`config.mk`:
```
export PLATFORM = sky130hd
export DESIGN_NAME = weight_fetch
export DESIGN_NICKNAME = d
export VERILOG_FILES = /design/src/rtl/weight_fetch.sv
export SDC_FILE = /design/constraint.sdc
export NUM_CORES = 1
export LEC_CHECK = 0
export CAP_MARGIN = 20
export CORE_MARGIN = 4
export CORE_UTILIZATION = 60
export CTS_CLUSTER_DIAMETER = 40
export DETAILED_ROUTE_END_ITERATION = 12
export PLACE_DENSITY = 0.91
export SKIP_CTS_REPAIR_TIMING = 1
export SYNTH_ARGS = -nofsm -noshare
export SYNTH_HDL_FRONTEND = slang
export SYNTH_SLANG_ARGS = --single-unit
```
`constraint.sdc`:
```
create_clock -name clk -period 5.6 [get_ports clk]
set_clock_uncertainty 0.05 [all_clocks]
set_input_delay 0.84 -clock clk [delete_from_list [all_inputs] [get_ports clk]]
set_output_delay 0.84 -clock clk [all_outputs]
set_load 0.03 [all_outputs]
```
`src/rtl/weight_fetch.sv`:
```
// weight_fetch: streams a contiguous run of signed 8-bit weights from the
// weights ROM to the MAC datapath over a valid/ready handshake.
//
// The ROM samples rom_addr on the falling edge of clk. Its data is therefore
// ready at the next rising edge. Every issued address is captured one edge
// later into a DEPTH-entry FIFO. Addresses are issued only while
// FIFO occupancy + in-flight reads stays below DEPTH, so back-pressure can
// never overflow the FIFO.
//
// Ports:
//   clk, rst              clock, asynchronous active-high reset
//   start                 run request, accepted only while idle
//   base_addr, count      first ROM address and run length, sampled with start
//   busy, done            run in progress / one-cycle completion pulse
//   rom_addr, rom_data    registered ROM address out, ROM read data in
//   w_valid, w_ready      weight stream handshake
//   w_data, w_last        FIFO head weight and final-of-run tag
//   stall_cnt             cycles with w_valid && !w_ready. It saturates.
//                         The port exists only when WEIGHT_FETCH_STATS_EN
//                         is defined.
//
// Optional feature macro: WEIGHT_FETCH_STATS_EN
module weight_fetch #(
    parameter int unsigned DEPTH = 4
) (
    input  logic              clk,
    input  logic              rst,
    input  logic              start,
    input  logic [7:0]        base_addr,
    input  logic [7:0]        count,
    output logic              busy,
    output logic              done,
    output logic [7:0]        rom_addr,
    input  logic signed [7:0] rom_data,
    output logic              w_valid,
    input  logic              w_ready,
    output logic signed [7:0] w_data,
    output logic              w_last
`ifdef WEIGHT_FETCH_STATS_EN
    ,
    output logic [15:0]       stall_cnt
`endif
);

    localparam int unsigned AW = (DEPTH > 1) ? $clog2(DEPTH) : 1;

    typedef enum logic [1:0] {IDLE, FETCH, DRAIN} state_t;

    state_t            state;
    state_t            state_nx;

    logic [7:0]        next_addr;
    logic [7:0]        remaining;
    logic              inflight;
    logic              inflight_last;

    logic signed [7:0] mem [DEPTH];
    logic [DEPTH-1:0]  tags;
    logic [AW-1:0]     wr_ptr;
    logic [AW-1:0]     rd_ptr;
    logic [AW:0]       occ;

    logic              accept;
    logic              issue;
    logic              any_issue;
    logic              last_issue;
    logic              pop;
    logic              final_pop;

    assign accept     = (state == IDLE) && start;
    assign w_valid    = (occ != '0);
    assign pop        = w_valid && w_ready;
    assign w_data     = mem[rd_ptr];
    assign w_last     = w_valid && tags[rd_ptr];
    assign final_pop  = (state == DRAIN) && pop && w_last;

    // The issue at start acceptance is the first of the run. Later issues
    // happen in FETCH and are limited by FIFO occupancy plus the read still
    // in flight.
    assign issue      = (state == FETCH) &&
                        ((occ + {{AW{1'b0}}, inflight}) < (AW+1)'(DEPTH));
    assign any_issue  = (accept && (count != '0)) || issue;
    assign last_issue = accept ? (count == 8'd1) : (remaining == 8'd1);

    // State register
    always_ff @(posedge clk or posedge rst) begin
        if (rst) begin
            state <= IDLE;
        end else begin
            state <= state_nx;
        end
    end

    // Next-state logic
    always_comb begin
        state_nx = state;
        unique case (state)
            IDLE: begin
                if (start && (count != '0)) begin
                    state_nx = (count == 8'd1) ? DRAIN : FETCH;
                end
            end
            FETCH: begin
                if (issue && (remaining == 8'd1)) begin
                    state_nx = DRAIN;
                end
            end
            DRAIN: begin
                if (final_pop) begin
                    state_nx = IDLE;
                end
            end
            default: state_nx = IDLE;
        endcase
    end

    // FSM outputs
    always_comb begin
        busy = (state != IDLE);
    end

    // Address sequencing and completion
    always_ff @(posedge clk or posedge rst) begin
        if (rst) begin
            rom_addr      <= '0;
            next_addr     <= '0;
            remaining     <= '0;
            inflight      <= 1'b0;
            inflight_last <= 1'b0;
            done          <= 1'b0;
        end else begin
            done          <= (accept && (count == '0)) || final_pop;
            inflight      <= any_issue;
            inflight_last <= any_issue && last_issue;
            if (accept && (count != '0)) begin
                rom_addr  <= base_addr;
                next_addr <= base_addr + 8'd1;
                remaining <= count - 8'd1;
            end else if (issue) begin
                rom_addr  <= next_addr;
                next_addr <= next_addr + 8'd1;
                remaining <= remaining - 8'd1;
            end
        end
    end

    // Weight FIFO. The push side is the ROM read issued one edge earlier.
    always_ff @(posedge clk or posedge rst) begin
        if (rst) begin
            for (int unsigned i = 0; i < DEPTH; i++) begin
                mem[i] <= '0;
            end
            tags   <= '0;
            wr_ptr <= '0;
            rd_ptr <= '0;
            occ    <= '0;
        end else begin
            if (inflight) begin
                mem[wr_ptr]  <= rom_data;
                tags[wr_ptr] <= inflight_last;
                wr_ptr       <= wr_ptr + 1'b1;
            end
            if (pop) begin
                rd_ptr <= rd_ptr + 1'b1;
            end
            unique case ({inflight, pop})
                2'b10:   occ <= occ + 1'b1;
                2'b01:   occ <= occ - 1'b1;
                default: occ <= occ;
            endcase
        end
    end

`ifdef WEIGHT_FETCH_STATS_EN
    always_ff @(posedge clk or posedge rst) begin
        if (rst) begin
            stall_cnt <= '0;
        end else if (accept) begin
            stall_cnt <= '0;
        end else if (w_valid && !w_ready && (stall_cnt != 16'hFFFF)) begin
            stall_cnt <= stall_cnt + 16'd1;
        end
    end
`endif

endmodule

```
==> run_1/congestion.png <==
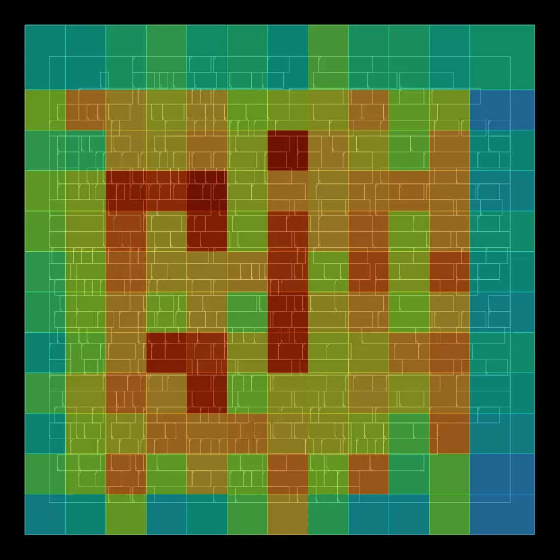
average wire per standard cell: 16.8 µm
Most Crowded Layer GR: met2
Final Util: 75.3%

==> run_1/wires.png <==
Only two layers are drawn.
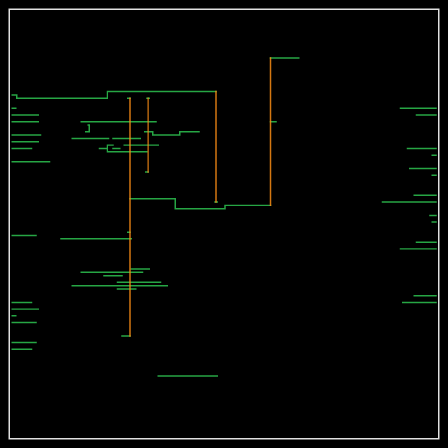
[orange] metal 4 | wire length: 116 µm
[green] metal 3 | wire length: 351 µm
Global Route Usage Sum: 21.7%
number of vias after detailed routing: 2643
wirelength, routed: 7410 µm

==> run_1/clk_routes.png <==
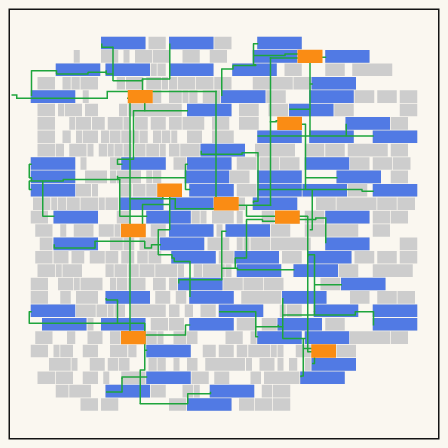
[orange] clock drivers | count: 9
[green] clock wires | length: 865 µm
[blue] flip-flops | count: 72
flops lie: widely spread
clock latency of the later-clocked register in the worst-skew pair: 0.34 ns
power dissipated in the clock network: 0.000465 W
clock share of power: 16.7%

==> results.sh, run 1 <==
# physical design summary
export IMPL_run_status="finished clean"
export IMPL_seq_cell_count=72
export IMPL_routed_wl_met3_um=350
export IMPL_cpMaxStageDelayCell="o21a_1"
export IMPL_synthesis_area_per_instance_um2=11.9
export IMPL_cp_max_fo=19
export IMPL_design_power_w=0.00278
export IMPL_ctsRootBufferMaster="clkbuf_8"
export IMPL_layout_top_cells="72 x dfrtp_1, 47 x clkdlybuf4s50_1, 38 x mux2_2, 25 x nand2_1, 16 x inv_1"
export IMPL_rsz_0062_raised_after_global_routing="false"
export IMPL_simple_gate_area_share_pct=11.8
export IMPL_launch_point_of_the_worst_reg_to_reg_path="state[1]$_DFFE_PP0P_"
export IMPL_htreeDepth=3
export IMPL_max_slew_headroom_pct=51.1
export IMPL_yosys_stat_seqShare_pct=48.2
export IMPL_flop_cell="dfrtp_1"
export IMPL_seqCellArea_um2=1800
export IMPL_antenna_found_initial=0
export IMPL_initial_drc_count=121
export IMPL_netlist_area_um2=3740
export IMPL_netlist_top_cells_area="dfrtp_1 48%, mux2_2 11%, mux4_2 5.4%, ha_1 3.3%, mux2i_1 3.2%"
export IMPL_fp_utilization_pct=62.4
export IMPL_final_signal_inverter_count=17
export IMPL_final_min_clock_period_ns=3.62
export IMPL_internal_power_w=0.00172
==> run_1/io_placement.png <==
Pins as bars across the die edge, other pins in gray.
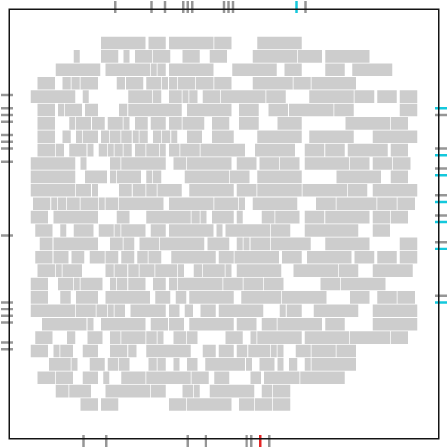

==> inputs of run 2 (changes only) <==
CORE_UTILIZATION = 50   (was 60)
PLACE_DENSITY = 0.81   (was 0.91)
clock period = 3.05 ns   (was 5.6 ns; I/O delays follow)
==> run_2/io_placement.png <==
Pins as bars across the die edge, other pins in gray.
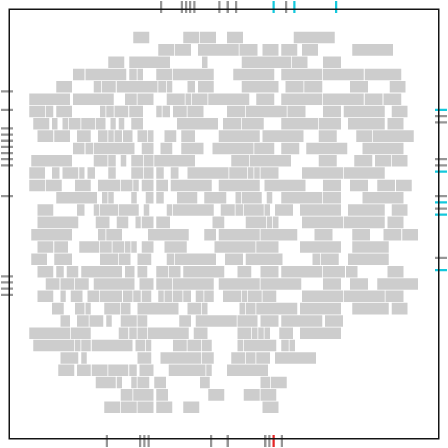
[cyan] rom_data | pins: 8 | direction: input | edge: 5 east, 3 north
[red] w_valid | pins: 1 | direction: output | edge: south
all pins by edge: 14 west, 12 north, 12 east, 10 south

==> run 2 against run 1 <==
Compared with the run above:
- synthesized area did not move
- register-to-register slack lost 1.9 ns
- clock power is 65% higher
- combinational power up 84%
- non-clock buffer count increased by 9
- sequential power up 83%
- largest cell class unchanged
- highest routed layer unchanged
==> results.sh, run 2 <==
# physical design summary
export IMPL_run_status="finished clean"
export IMPL_cp_max_fo=7
export IMPL_gr_max_usage_layer="met2"
export IMPL_ctsRootBufferMaster="clkbuf_8"
export IMPL_routed_wl_met3_um=278
export IMPL_seqCellArea_um2=1800
export IMPL_launch_point_of_the_worst_reg_to_reg_path="inflight$_DFF_PP0_"
export IMPL_netlist_area_um2=3740
export IMPL_antenna_found_initial=0
export IMPL_wirelength_routed_um=7590
export IMPL_final_core_util_pct=63.0
export IMPL_flop_cell="dfrtp_1"
export IMPL_final_signal_inverter_count=17
export IMPL_netlist_top_cells_area="dfrtp_1 48%, mux2_2 11%, mux4_2 5.4%, ha_1 3.3%, mux2i_1 3.2%"
export IMPL_globalRouteTotalUtil_pct=18.6
export IMPL_cpMaxStageDelayCell="mux4_2"
export IMPL_synthesis_area_per_instance_um2=11.9
export IMPL_max_slew_headroom_pct=37.2
export IMPL_yosys_stat_seqShare_pct=48.2
export IMPL_htreeDepth=3
export IMPL_simple_gate_area_share_pct=11.8
export IMPL_initial_drc_count=92
export IMPL_detail_route_wl_per_cell_um=15.9
export IMPL_vias=2656
export IMPL_powerClk_w=0.000766
==> run_2/clk_routes.png <==
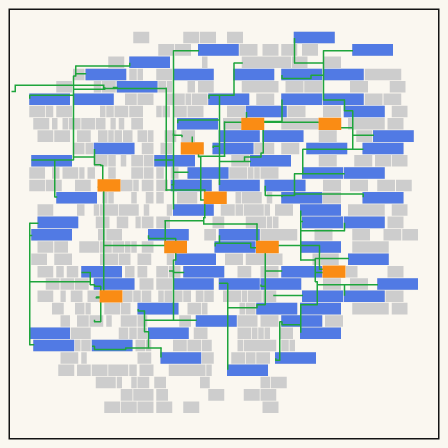

==> inputs of run 3 (changes only) <==
GPL_TIMING_DRIVEN = 0   (was not set)
TNS_END_PERCENT = 5   (was not set)
==> run_3/clk_routes.png <==
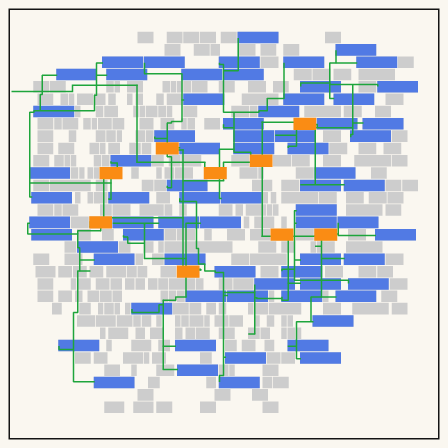
[green] clock wires | length: 882 µm
[blue] flip-flops | count: 72
[orange] clock drivers | count: 9
routed clock nets: 10
flops lie: widely spread
power dissipated in the clock network: 0.000757 W
clock share of power: 15.0%

==> run 3 against run 2 <==
Compared with the run above:
- utilization up 0.22 points
- first-iteration DRC count down 12%
- global-route usage about the same
- sequential cell count unchanged
- setup slack worse by 0.13 ns
- sequential share of layout area down 0.14 points
- die size unchanged
- clock power down 1%
- critical path type is now input pin to register
- critical endpoint is now next_addr[6]$_DFFE_PP0P_
==> results.sh, run 3 <==
# physical design summary
export IMPL_vias=2636
export IMPL_synthesis_area_per_instance_um2=11.9
export IMPL_antenna_found_initial=0
export IMPL_seqCellArea_um2=1800
export IMPL_ctsRootBufferMaster="clkbuf_8"
export IMPL_yosys_warnings=0
export IMPL_max_cap_viol_count=0
export IMPL_max_slew_headroom_pct=41.0
export IMPL_die_w_um=94.5
export IMPL_cpMaxStageDelayCell="or4_4"
export IMPL_family_of_cells_with_the_greatest_summed_delay_on_the_critical_path="simple AND/OR/NAND/NOR gates"
export IMPL_initial_drc_count=81
export IMPL_tap_cell_count=99
export IMPL_final_core_util_pct=63.2
export IMPL_globalRouteTotalUtil_pct=18.6
export IMPL_max_clock_path_buffers=2
export IMPL_run_status="finished clean"
export IMPL_wirelength_routed_um=7680
export IMPL_drc_errors=0
export IMPL_detail_route_wl_per_cell_um=16.1
export IMPL_synth_cells_most_frequent="72 x dfrtp_1, 38 x mux2_2, 25 x nand2_1"
export IMPL_final_signal_inverter_count=17
export IMPL_htreeDepth=3
export IMPL_worstPathArrival_ns=3.15
export IMPL_launch_point_of_the_worst_reg_to_reg_path="state[1]$_DFFE_PP0P_"
export IMPL_flop_cell="dfrtp_1"
export IMPL_clkTransAtPathRegs_ns=0.07
export IMPL_antenna_cells=0
export IMPL_yosys_stat_seqShare_pct=48.2
export IMPL_final_min_clock_period_ns=2.94
export IMPL_layout_non_clock_buffers=60
export IMPL_routed_wl_met3_um=330
export IMPL_bufAreaShareNonClock_pct=12.4
export IMPL_top_layer="met4"
export IMPL_netlist_top_cells_area="dfrtp_1 48%, mux2_2 11%, mux4_2 5.4%, ha_1 3.3%, mux2i_1 3.2%"
export IMPL_worst_ep_required_time_ns=3.26
export IMPL_netlist_area_um2=3740
export IMPL_gr_max_usage_layer="met2"
export IMPL_cp_max_fo=10

==> layout pictures side by side <==
Cells colored by class.
(a)
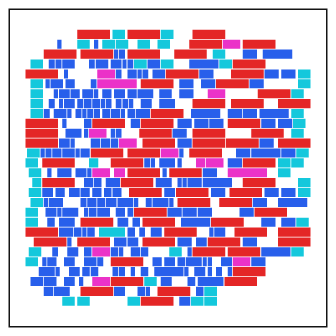
(b)
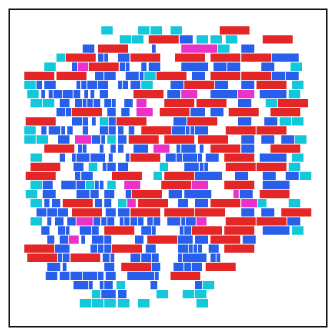
(a) -> run 1
(b) -> run 2
The one with the highest utilization is (a).

Power and IR drop assume default switching activity.
